cell_classes.png
Fill, decap, tap and diode cells in grey.
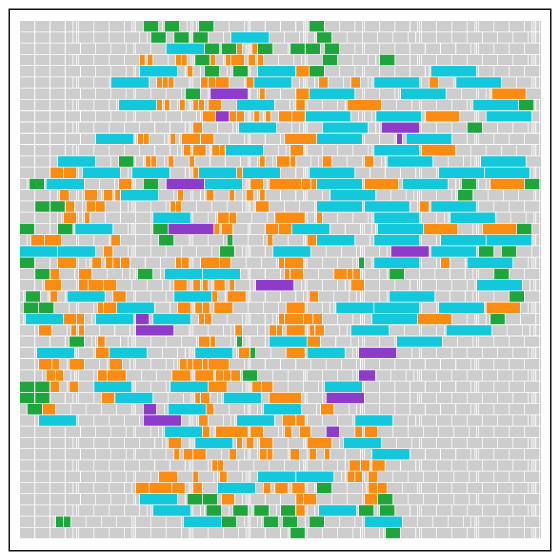
clock_map.png
Scale bar: 50 um.
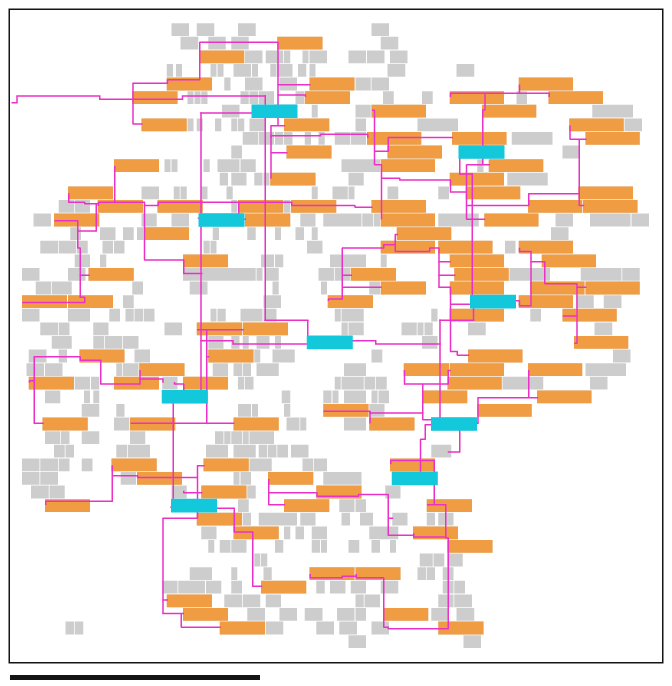
pins.png
Pins as bars across the die edge, other pins in grey.
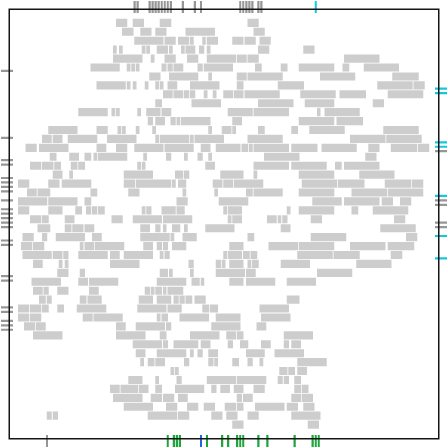
final_placement.png
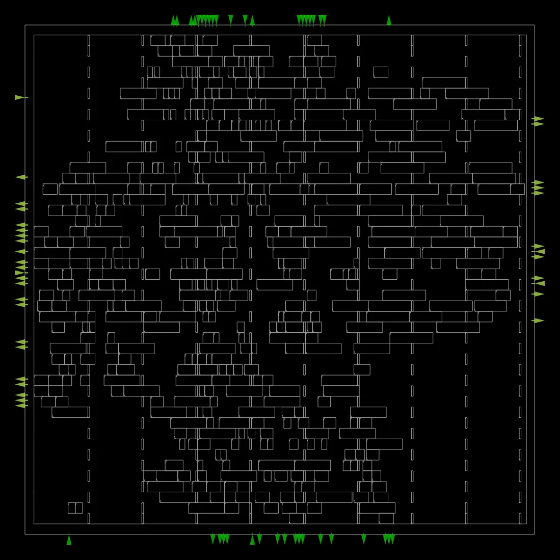
metal_stack.png
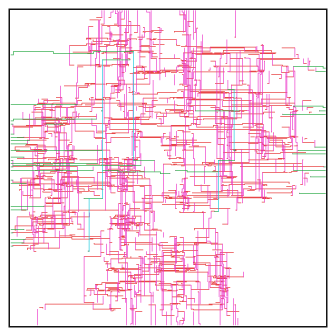
## config.mk

```make
export PLATFORM = sky130hd
export DESIGN_NAME = simple_bus_initiator
export DESIGN_NICKNAME = d
export VERILOG_FILES = /design/src/rtl/simple_bus_pkg.sv /design/src/rtl/simple_bus_rsp_fifo.sv /design/src/rtl/simple_bus_initiator.sv
export SDC_FILE = /design/constraint.sdc
export NUM_CORES = 1
export LEC_CHECK = 0
export CORE_MARGIN = 2
export CORE_UTILIZATION = 30
export CTS_CLUSTER_DIAMETER = 120
export DETAILED_ROUTE_END_ITERATION = 10
export PLACE_DENSITY_LB_ADDON = 0.2
export RECOVER_POWER = 100
export SKIP_LAST_GASP = 1
export SLEW_MARGIN = 20
export SYNTH_ARGS = -nofsm -noshare
export SYNTH_HDL_FRONTEND = slang
export SYNTH_SLANG_ARGS = --single-unit
```

## constraint.sdc

```tcl
create_clock -name clk -period 3.1 [get_ports clk]
set_input_delay 0.31 -clock clk [delete_from_list [all_inputs] [get_ports clk]]
set_output_delay 0.31 -clock clk [all_outputs]
set_load 0.01 [all_outputs]
```

## src/rtl/simple_bus_pkg.sv

```systemverilog
// simple_bus_pkg: shared widths, status codes, FSM encoding and response entry type
package simple_bus_pkg;
   localparam int DATA_W = 8;
   typedef enum logic [1:0] {RSP_OK = 2'd0, RSP_MISMATCH = 2'd1, RSP_TIMEOUT = 2'd2} rsp_status_e;
   typedef enum logic [1:0] {IDLE = 2'd0, ISSUE = 2'd1, WAIT = 2'd2} init_state_e;
   typedef struct packed {
      logic [DATA_W-1:0] data;
      rsp_status_e       status;
   } rsp_entry_t;
endpackage

```

## src/rtl/simple_bus_rsp_fifo.sv

```systemverilog
// simple_bus_rsp_fifo: first-word-fall-through sync FIFO of response entries
module simple_bus_rsp_fifo
   import simple_bus_pkg::*;
#(
   parameter int DEPTH = 4
) (
   input  logic       clk,
   input  logic       rst_n,
   input  logic       i_push,
   input  rsp_entry_t i_data,
   input  logic       i_pop,
   output rsp_entry_t o_data,
   output logic       o_full,
   output logic       o_empty
);
   localparam int AW = $clog2(DEPTH);
   rsp_entry_t     r_mem [DEPTH];
   logic [AW-1:0]  r_wp;
   logic [AW-1:0]  r_rp;
   logic [AW:0]    r_cnt;
   logic           w_pop;
   assign w_pop   = i_pop && !o_empty;
   assign o_data  = r_mem[r_rp];
   assign o_full  = r_cnt == (AW+1)'(DEPTH);
   assign o_empty = r_cnt == '0;
   // pointers wrap naturally because DEPTH is a power of two
   always_ff @(posedge clk or negedge rst_n) begin
      if (!rst_n) begin
         r_wp  <= '0;
         r_rp  <= '0;
         r_cnt <= '0;
      end else begin
         if (i_push) r_wp <= r_wp + AW'(1);
         if (w_pop) r_rp <= r_rp + AW'(1);
         r_cnt <= r_cnt + (AW+1)'(i_push) - (AW+1)'(w_pop);
      end
   end
   // storage needs no reset; the count gates visibility
   always_ff @(posedge clk) begin
      if (i_push) r_mem[r_wp] <= i_data;
   end
endmodule

```

## src/rtl/simple_bus_initiator.sv

```systemverilog
// simple_bus_initiator: issues requests to a simple_bus responder and buffers checked replies
module simple_bus_initiator
   import simple_bus_pkg::*;
#(
   parameter int DATA_W     = simple_bus_pkg::DATA_W,
   parameter int FIFO_DEPTH = 4,
   parameter int TIMEOUT    = 15
) (
   input  logic              clk,
   input  logic              rst_n,
   input  logic              req_valid,
   output logic              req_ready,
   input  logic [DATA_W-1:0] req_data,
   output logic [DATA_W-1:0] bus_data_in,
   output logic              bus_ready,
   input  logic [DATA_W-1:0] bus_data_out,
   input  logic              bus_valid,
   output logic              rsp_valid,
   input  logic              rsp_ready,
   output logic [DATA_W-1:0] rsp_data,
   output logic [1:0]        rsp_status,
   output logic [15:0]       spurious_cnt,
   output logic [15:0]       err_cnt
);
   localparam logic [1:0] S_IDLE  = IDLE;
   localparam logic [1:0] S_ISSUE = ISSUE;
   localparam logic [1:0] S_WAIT  = WAIT;
   localparam int         TW      = $clog2(TIMEOUT) + 1;
   logic [1:0]        r_state;
   logic [DATA_W-1:0] r_bus_data_in;
   logic [DATA_W-1:0] r_exp;
   logic              r_bus_ready;
   logic [TW-1:0]     r_timer;
   logic [15:0]       r_spur;
   logic [15:0]       r_err;
   logic              w_full;
   logic              w_empty;
   logic              w_accept;
   logic              w_timeout;
   logic              w_push;
   rsp_entry_t        w_entry;
   rsp_entry_t        w_head;
   assign req_ready    = r_state == S_IDLE && !w_full;
   assign w_accept     = req_valid && req_ready;
   assign w_timeout    = r_timer == TW'(TIMEOUT - 1);
   assign w_push       = r_state == S_WAIT && (bus_valid || w_timeout);
   assign bus_data_in  = r_bus_data_in;
   assign bus_ready    = r_bus_ready;
   assign rsp_valid    = !w_empty;
   assign rsp_data     = w_head.data;
   assign rsp_status   = w_head.status;
   assign spurious_cnt = r_spur;
   assign err_cnt      = r_err;
   // a reply wins over the timeout when both land on the same cycle
   always_comb begin
      w_entry.data   = bus_valid ? bus_data_out : '0;
      w_entry.status = !bus_valid ? RSP_TIMEOUT : (bus_data_out == r_exp) ? RSP_OK : RSP_MISMATCH;
   end
   // IDLE -> ISSUE -> WAIT -> IDLE, one transaction outstanding
   always_ff @(posedge clk or negedge rst_n) begin
      if (!rst_n) begin
         r_state       <= S_IDLE;
         r_bus_data_in <= '0;
         r_exp         <= '0;
         r_bus_ready   <= 1'b0;
         r_timer       <= '0;
      end else if (w_accept) begin
         r_state       <= S_ISSUE;
         r_bus_data_in <= req_data;
         r_exp         <= req_data + DATA_W'(1);
         r_bus_ready   <= 1'b1;
      end else if (r_state == S_ISSUE) begin
         r_state     <= S_WAIT;
         r_bus_ready <= 1'b0;
         r_timer     <= '0;
      end else if (w_push) begin
         r_state <= S_IDLE;
      end else if (r_state == S_WAIT) begin
         r_timer <= r_timer + TW'(1);
      end
   end
   // saturating spurious-valid and error counters
   always_ff @(posedge clk or negedge rst_n) begin
      if (!rst_n) begin
         r_spur <= '0;
         r_err  <= '0;
      end else begin
         if (bus_valid && r_state != S_WAIT && r_spur != 16'hFFFF) r_spur <= r_spur + 16'd1;
         if (w_push && w_entry.status != RSP_OK && r_err != 16'hFFFF) r_err <= r_err + 16'd1;
      end
   end
   simple_bus_rsp_fifo #(.DEPTH(FIFO_DEPTH)) u_fifo (
      .clk     (clk),
      .rst_n   (rst_n),
      .i_push  (w_push),
      .i_data  (w_entry),
      .i_pop   (rsp_valid && rsp_ready),
      .o_data  (w_head),
      .o_full  (w_full),
      .o_empty (w_empty)
   );
endmodule

```

==> out/metrics.csv <==
stage,metric,value,unit
worst_setup_path,CP Launch Type,register,
detailed_routing,Met1 Routed Length,4650,um
power,Leak Pwr,0.00245,uW
worst_setup_path,Crit Path Max Fanout,11,
worst_setup_path,reg2reg setup slack,0.55,ns
worst_setup_path,FF-to-FF End,u_fifo.r_cnt[2]$_DFF_PN0_,
layout,Nets,482,
clocking,clk buf depth,2,
layout,layout cells sized above 1,8.85,%
yosys,Cell area leaders,"dfrtp_1 (33%), edfxtp_1 (25%), xnor2_1 (6.2%)",
worst_setup_path,CP endpoint kind,output port,
layout,Final Cell Area,5990,um^2
detailed_routing,WL met3,572,um
status,failing checks,"capacitance limit, slew limit",
layout,largest class,sequential cells,
hold_path,Hold Crit Class,in -> async,
timing,min Tclk post-route,2.68,ns
flow_run,Max Cap Viol,1,
timing,max-slew violations,64,
power,Clock power frac,24.6,%
status,outcome,"finished, violations left",
yosys,Commonest flop,dfrtp_1,
timing,setup TNS,0,ns
yosys,"Net Count, Synth",404,
layout,clock buffer count,10,
layout,Comb/total area,31.0,%
worst_setup_path,r2r worst-path depth,11,
Notes on cell_classes.png above:
legend:
  other buffers and delay cells:
    colour: green
    cells: 78
  all other logic:
    colour: orange
    cells: 255
  clock drivers and dummy loads:
    colour: purple
    cells: 16
  flip-flops:
    colour: cyan
    cells: 103
Final Util: 38.0%
Rows: 46

Notes on clock_map.png above:
legend:
  cells driving clock nets:
    colour: cyan
    count: 9
  flip-flops:
    colour: orange
    count: 103
  clock wires:
    colour: magenta
    length: 1370 um
flops lie: all over the die
Latency at later pin: 0.35 ns
Clock Skew: 0.0116 ns
clock-net power: 1180 uW

Notes on pins.png above:
legend:
  spurious_cnt:
    colour: green
    pins: 16
    direction: output
    edge: bottom
  rsp_data:
    colour: cyan
    pins: 8
    direction: output
    edge: 7 right, 1 top
  bus_valid:
    colour: blue
    pins: 1
    direction: input
    edge: bottom

Notes on final_placement.png above:
TAP cells: 216
Layout Cells excl Fill: 668
FILL cells: 1547
Core ar.: 15800 um^2

Notes on metal_stack.png above:
legend:
  met4:
    colour: cyan
    wire_length: 170 um
  met3:
    colour: green
    wire_length: 572 um
  met2:
    colour: magenta
    wire_length: 4600 um
  met1:
    colour: red
    wire_length: 4650 um

-- power groups by stage --
stage | registers [uW] | clock network [uW] | logic, uW
5_1_grt | 2120 | 1270 | 1750
6_report | 2070 | 1180 | 1550
2_1_floorplan | 2040 | 0 | 1030
3_5_place_dp | 2100 | 0 | 1720
4_1_cts | 2080 | 1220 | 1730
3_3_place_gp | 2090 | 0 | 1700
-- logic make-up after synthesis --
| kind of cell | Yosys count | share of synthesized area [%] |
|---|---|---|
| mux | 12 | 5.33 |
| simple gates | 137 | 16.8 |
| fa+ha+maj | 14 | 3.81 |
| flops | 103 | 57.9 |
| compound gates | 35 | 5.35 |
| buf+inv | 20 | 2.01 |
| xor+xnor | 48 | 8.77 |
-- registers in the layout, summed over array words and instances (netlist names) --
| signal | count |
|---|---|
| err_cnt | 16 |
| bus_ready | 1 |
| u_fifo.r_wp | 2 |
| r_state | 2 |
| r_exp | 8 |
| u_fifo.r_mem | 40 |
| r_timer | 5 |
| bus_data_in | 8 |
| u_fifo.r_cnt | 3 |
| u_fifo.r_rp | 2 |
| spurious_cnt | 16 |
-- worst max-delay path by stage --
stage / endpoint / cells after the start / slack, ns / from
after global placement: u_fifo.r_cnt[2]$_DFF_PN0_ / 11 / 0.78 / r_timer[0]$_DFFE_PN0P_
after detailed placement: u_fifo.r_cnt[2]$_DFF_PN0_ / 11 / 0.75 / r_timer[0]$_DFFE_PN0P_
final: rsp_status[1] / 2 / 0.42 / u_fifo.r_rp[0]$_DFFE_PN0P_
after floorplan: u_fifo.r_cnt[2]$_DFF_PN0_ / 11 / 0.73 / r_timer[0]$_DFFE_PN0P_
after CTS: rsp_data[0] / 2 / 0.46 / u_fifo.r_rp[0]$_DFFE_PN0P_
after global routing: err_cnt[15]$_DFFE_PN0P_ / 6 / 0.24 / bus_valid
Power figures rest on the tool's default switching activity, not on a simulated workload.
